## src/rtl/gpio_irq_ctrl_if.sv

```systemverilog
// Peripheral bus bundle for the GPIO controller.
// Single-cycle select/write/done handshake with combinational read data.
interface gpio_irq_ctrl_if;
    logic        ss;
    logic        we;
    logic [31:0] addr;
    logic [31:0] wdata;
    logic [31:0] rdata;
    logic        bdone;

    modport master (
        output ss, we, addr, wdata,
        input  rdata, bdone
    );

    modport slave (
        input  ss, we, addr, wdata,
        output rdata, bdone
    );
endinterface

```

## src/rtl/gpio_irq_ctrl.sv

```systemverilog
// GPIO controller: direction, atomic set/clear, level/edge interrupts.
// Optional per-pin input debounce filter enabled by GPIO_DEBOUNCE_EN.
module gpio_irq_ctrl #(
    parameter int WIDTH           = 8,
    parameter int SYNC_STAGES     = 2,
    parameter int DEBOUNCE_CYCLES = 16
) (
    input  logic             clk,
    input  logic             rst_n,
    gpio_irq_ctrl_if.slave   bus,
    input  logic [WIDTH-1:0] pins_i,
    output logic [WIDTH-1:0] pins_o,
    output logic [WIDTH-1:0] pins_oe,
    output logic             irq
);

    localparam logic [7:0] A_DIN  = 8'h00;
    localparam logic [7:0] A_DIR  = 8'h04;
    localparam logic [7:0] A_OUT  = 8'h08;
    localparam logic [7:0] A_SET  = 8'h0C;
    localparam logic [7:0] A_CLR  = 8'h10;
    localparam logic [7:0] A_EN   = 8'h14;
    localparam logic [7:0] A_TYPE = 8'h18;
    localparam logic [7:0] A_POL  = 8'h1C;
    localparam logic [7:0] A_BOTH = 8'h20;
    localparam logic [7:0] A_STAT = 8'h24;
    localparam logic [7:0] A_DEB  = 8'h28;

    localparam logic [2:0] WARM_END =
        3'((SYNC_STAGES + 1 > 7) ? 7 : SYNC_STAGES + 1);

    logic [7:0]       a;
    logic [WIDTH-1:0] wd;
    logic             wr;
    logic             unused_bits;

    assign a           = bus.addr[7:0];
    assign wd          = bus.wdata[WIDTH-1:0];
    assign wr          = bus.ss & bus.we;
    assign unused_bits = ^{bus.addr[31:8], bus.wdata};

    logic hit_din, hit_dir, hit_out, hit_set, hit_clr, hit_en;
    logic hit_type, hit_pol, hit_both, hit_stat, hit_deb;

    assign hit_din  = (a == A_DIN);
    assign hit_dir  = (a == A_DIR);
    assign hit_out  = (a == A_OUT);
    assign hit_set  = (a == A_SET);
    assign hit_clr  = (a == A_CLR);
    assign hit_en   = (a == A_EN);
    assign hit_type = (a == A_TYPE);
    assign hit_pol  = (a == A_POL);
    assign hit_both = (a == A_BOTH);
    assign hit_stat = (a == A_STAT);
    assign hit_deb  = (a == A_DEB);

    logic [WIDTH-1:0] sync_q [SYNC_STAGES];
    logic [WIDTH-1:0] synced;

    always_ff @(posedge clk or negedge rst_n) begin
        if (!rst_n) begin
            for (int i = 0; i < SYNC_STAGES; i++) sync_q[i] <= '0;
        end else begin
            sync_q[0] <= pins_i;
            for (int i = 1; i < SYNC_STAGES; i++) sync_q[i] <= sync_q[i-1];
        end
    end

    assign synced = sync_q[SYNC_STAGES-1];

    logic [WIDTH-1:0] deb_mask;
    logic [WIDTH-1:0] din;

`ifdef GPIO_DEBOUNCE_EN
    localparam int CW = $clog2(DEBOUNCE_CYCLES);

    logic [CW-1:0]    deb_cnt [WIDTH];
    logic [WIDTH-1:0] filt_q;

    // Counter only runs while the synced input disagrees with the filtered value.
    always_ff @(posedge clk or negedge rst_n) begin
        if (!rst_n) begin
            deb_mask <= '0;
            filt_q   <= '0;
            for (int i = 0; i < WIDTH; i++) deb_cnt[i] <= '0;
        end else begin
            if (wr && hit_deb) deb_mask <= wd;
            for (int i = 0; i < WIDTH; i++) begin
                if (!deb_mask[i] || synced[i] == filt_q[i]) begin
                    deb_cnt[i] <= '0;
                    filt_q[i]  <= synced[i];
                end else if (deb_cnt[i] == CW'(DEBOUNCE_CYCLES - 1)) begin
                    deb_cnt[i] <= '0;
                    filt_q[i]  <= synced[i];
                end else begin
                    deb_cnt[i] <= deb_cnt[i] + 1'b1;
                end
            end
        end
    end

    assign din = (deb_mask & filt_q) | (~deb_mask & synced);
`else
    localparam int unused_deb_cycles = DEBOUNCE_CYCLES;

    assign deb_mask = '0;
    assign din      = synced;
`endif

    logic [WIDTH-1:0] dir_q, out_q, en_q, type_q, pol_q, both_q;
    logic [WIDTH-1:0] stat_q, prev_q;
    logic [2:0]       warm_q;
    logic             warm_done;

    always_ff @(posedge clk or negedge rst_n) begin
        if (!rst_n) warm_q <= '0;
        else if (warm_q != WARM_END) warm_q <= warm_q + 3'd1;
    end

    assign warm_done = (warm_q == WARM_END);

    logic [WIDTH-1:0] rise, fall, edge_ev, lvl_ev, ev, w1c;

    assign rise    = din & ~prev_q;
    assign fall    = ~din & prev_q;
    assign edge_ev = (both_q & (rise | fall))
                   | (~both_q & pol_q & rise)
                   | (~both_q & ~pol_q & fall);
    assign lvl_ev  = ~type_q & ~(din ^ pol_q);
    assign ev      = lvl_ev | (type_q & edge_ev & {WIDTH{warm_done}});
    assign w1c     = (wr && hit_stat) ? wd : '0;

    always_ff @(posedge clk or negedge rst_n) begin
        if (!rst_n) begin
            dir_q  <= '0;
            out_q  <= '0;
            en_q   <= '0;
            type_q <= '0;
            pol_q  <= '0;
            both_q <= '0;
            stat_q <= '0;
            prev_q <= '0;
            irq    <= 1'b0;
        end else begin
            if (wr && hit_dir)  dir_q  <= wd;
            if (wr && hit_en)   en_q   <= wd;
            if (wr && hit_type) type_q <= wd;
            if (wr && hit_pol)  pol_q  <= wd;
            if (wr && hit_both) both_q <= wd;
            if (wr) begin
                unique case (1'b1)
                    hit_out: out_q <= wd;
                    hit_set: out_q <= out_q | wd;
                    hit_clr: out_q <= out_q & ~wd;
                    default: ;
                endcase
            end
            // A new event wins over a same-cycle clear.
            stat_q <= (stat_q & ~w1c) | ev;
            prev_q <= din;
            irq    <= |(stat_q & en_q);
        end
    end

    logic [31:0] rd;

    always_comb begin
        rd = '0;
        unique case (1'b1)
            hit_din:  rd = 32'(din);
            hit_dir:  rd = 32'(dir_q);
            hit_out:  rd = 32'(out_q);
            hit_en:   rd = 32'(en_q);
            hit_type: rd = 32'(type_q);
            hit_pol:  rd = 32'(pol_q);
            hit_both: rd = 32'(both_q);
            hit_stat: rd = 32'(stat_q);
            hit_deb:  rd = 32'(deb_mask);
            default:  rd = '0;
        endcase
    end

    assign bus.rdata = rd;
    assign bus.bdone = 1'b1;
    assign pins_o    = out_q;
    assign pins_oe   = dir_q;

endmodule
```

## src/flat_wrapper.sv

```systemverilog
// flat-port wrapper written by rule: the top's interface ports become plain ports
module gpio_irq_ctrl_flat 
#(
    parameter int WIDTH           = 8,
    parameter int SYNC_STAGES     = 2,
    parameter int DEBOUNCE_CYCLES = 16
)
  (clk, rst_n, pins_i, pins_o, pins_oe, irq, bus_ss, bus_we, bus_addr, bus_wdata, bus_rdata, bus_bdone);
  gpio_irq_ctrl_if bus_i ();
  input  logic clk;
  input  logic rst_n;
  input  logic [WIDTH-1:0] pins_i;
  output logic [WIDTH-1:0] pins_o;
  output logic [WIDTH-1:0] pins_oe;
  output logic irq;
  input wire logic [$bits(bus_i.ss)-1:0] bus_ss;
  input wire logic [$bits(bus_i.we)-1:0] bus_we;
  input wire logic [$bits(bus_i.addr)-1:0] bus_addr;
  input wire logic [$bits(bus_i.wdata)-1:0] bus_wdata;
  output wire logic [$bits(bus_i.rdata)-1:0] bus_rdata;
  output wire logic [$bits(bus_i.bdone)-1:0] bus_bdone;
  assign bus_i.ss = bus_ss;
  assign bus_i.we = bus_we;
  assign bus_i.addr = bus_addr;
  assign bus_i.wdata = bus_wdata;
  assign bus_rdata = bus_i.rdata;
  assign bus_bdone = bus_i.bdone;
  gpio_irq_ctrl #(.WIDTH(WIDTH), .SYNC_STAGES(SYNC_STAGES), .DEBOUNCE_CYCLES(DEBOUNCE_CYCLES)) u_core (.clk(clk), .rst_n(rst_n), .bus(bus_i), .pins_i(pins_i), .pins_o(pins_o), .pins_oe(pins_oe), .irq(irq));
endmodule
```

## config.mk

```make
export PLATFORM = sky130hd
export DESIGN_NAME = gpio_irq_ctrl_flat
export DESIGN_NICKNAME = d
export VERILOG_FILES = /design/src/rtl/gpio_irq_ctrl_if.sv /design/src/rtl/gpio_irq_ctrl.sv /design/src/flat_wrapper.sv
export SDC_FILE = /design/constraint.sdc
export NUM_CORES = 1
export LEC_CHECK = 0
export CORE_MARGIN = 4
export CORE_UTILIZATION = 48
export DETAILED_ROUTE_END_ITERATION = 8
export GPL_ROUTABILITY_DRIVEN = 0
export PLACE_DENSITY_LB_ADDON = 0.25
export SYNTH_ARGS = -nofsm -noshare
export SYNTH_HDL_FRONTEND = slang
export SYNTH_SLANG_ARGS = --single-unit
```

## constraint.sdc

```tcl
create_clock -name clk -period 2.5 [get_ports clk]
set_clock_uncertainty 0.05 [all_clocks]
set_input_delay 0.5 -clock clk [delete_from_list [all_inputs] [get_ports clk]]
set_output_delay 0.5 -clock clk [all_outputs]
set_load 0.05 [all_outputs]
```

Figure 1. Signal wires by layer.
(3 px per micron) Only two layers are drawn.
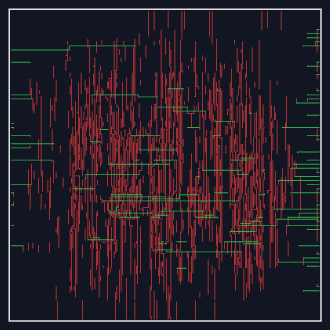
- M3: green (wire length 750 microns)
- M2: red (wire length 5440 microns)

Figure 2. Cell outlines without signal wires.
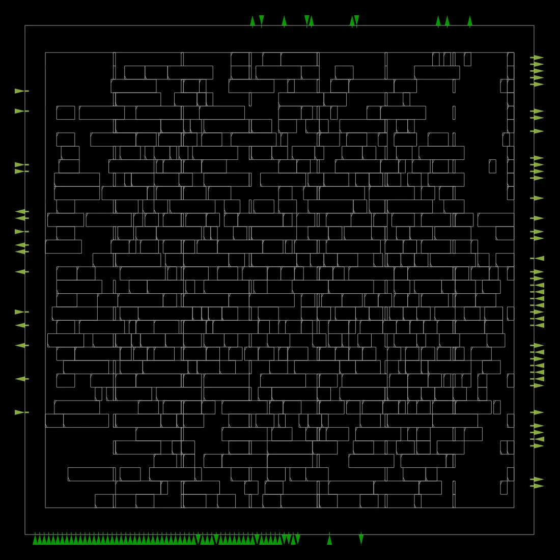
tap cell count: 108
Rows: 34
Layout Utilization: 0.658
Fill cells: 681

==> job_summary.md <==
### Metrics collected by this job

| Metric | Value |
|---|---|
| Status | completed |
| Wire length on met1 | 4920 microns |
| Register share after synthesis | 0.481 |
| Routed vias | 3429 |
| Logic area | 2200 sq um |
| Final std cell area, no fill | 5800 sq um |
| Aoi share | 0.152 |
| Inverters excl. clock | 17 |
| Post-synth top area share | 0.481 |
| WP depth | 5 |
| Die span in x | about 100 microns |
| Most instantiated logic cells after routing | dfrtp_1 (84), buf_4 (43), mux2_2 (41) |
| Vias in the first global route | 3386 |
| Number of enable flip-flop cells | 0 |
| Comb pwr share | 0.155 |
| Synth Register Bits | 84 |
| Number of cells in Yosys stat | 373 |
| Seq power | 1.44 mW |
| Tightest Pin Transition | 639 ps |
| M1 GR Usage | 0.297 |
| Final WS setup | approximately 7 ps |
| Sequential cells | 84 |
| Critical Path Sink | bus_rdata[6] |
| Tightest Hold Check Type | primary input to asynchronous set/reset pin |
| Port bufs | 52 |
| Initial antenna violation count | 0 |
| FF/Latch Area | ~2100 sq um |
| Highest clock rate | 401 MHz |
| Worst path slowest cell | or4_4 |
| Clock Tree Buf Depth | 2 |
| Count of non-CTS buffers in the layout | between 100 and 150 |
| Post-Syn Instances | around 370 |
| Slew Limit Fails | 0 |
| Synthesized area | 4370 sq um |
| Non-Filler Instances | around 600 |
| Vias/cell | 5.82 |
| Ys async rst share | 1.00 |
| Initial DRC count | 224 |
| Gr busiest metal | met2 |
| Final setup viols | 0 |
| Fp util | 0.496 |
| Area grow syn2layout | 32.6% |
| Pwr/cell area | 505 nW/um^2 |
| Reg2reg end | u_core.warm_q[1] |
## registers in the layout, summed over array words and instances, names as in the netlist
signal and count:
u_core.prev_q 8, u_core.pins_oe 8, u_core.pins_o 8, u_core.type_q 8, u_core.pol_q 8, u_core.irq 1, u_core.din 8, u_core.sync_q 8
u_core.both_q 8, u_core.stat_q 8, u_core.en_q 8, u_core.warm_q 3
## kinds of logic (layout without fill, tap and decap cells)
logic type | count (synthesis) | in the layout
adder cells (fa/ha/maj) | 18 | 18
AND-OR/OR-AND | 88 | 88
XOR/XNOR | 9 | 9
AND/OR/NAND/NOR | 61 | 61
buffers and inverters | 55 | 140
multiplexers | 56 | 56
flip-flops | 84 | 84
other | 2 | 25
Power figures rest on the tool's default switching activity, not on a simulated workload.
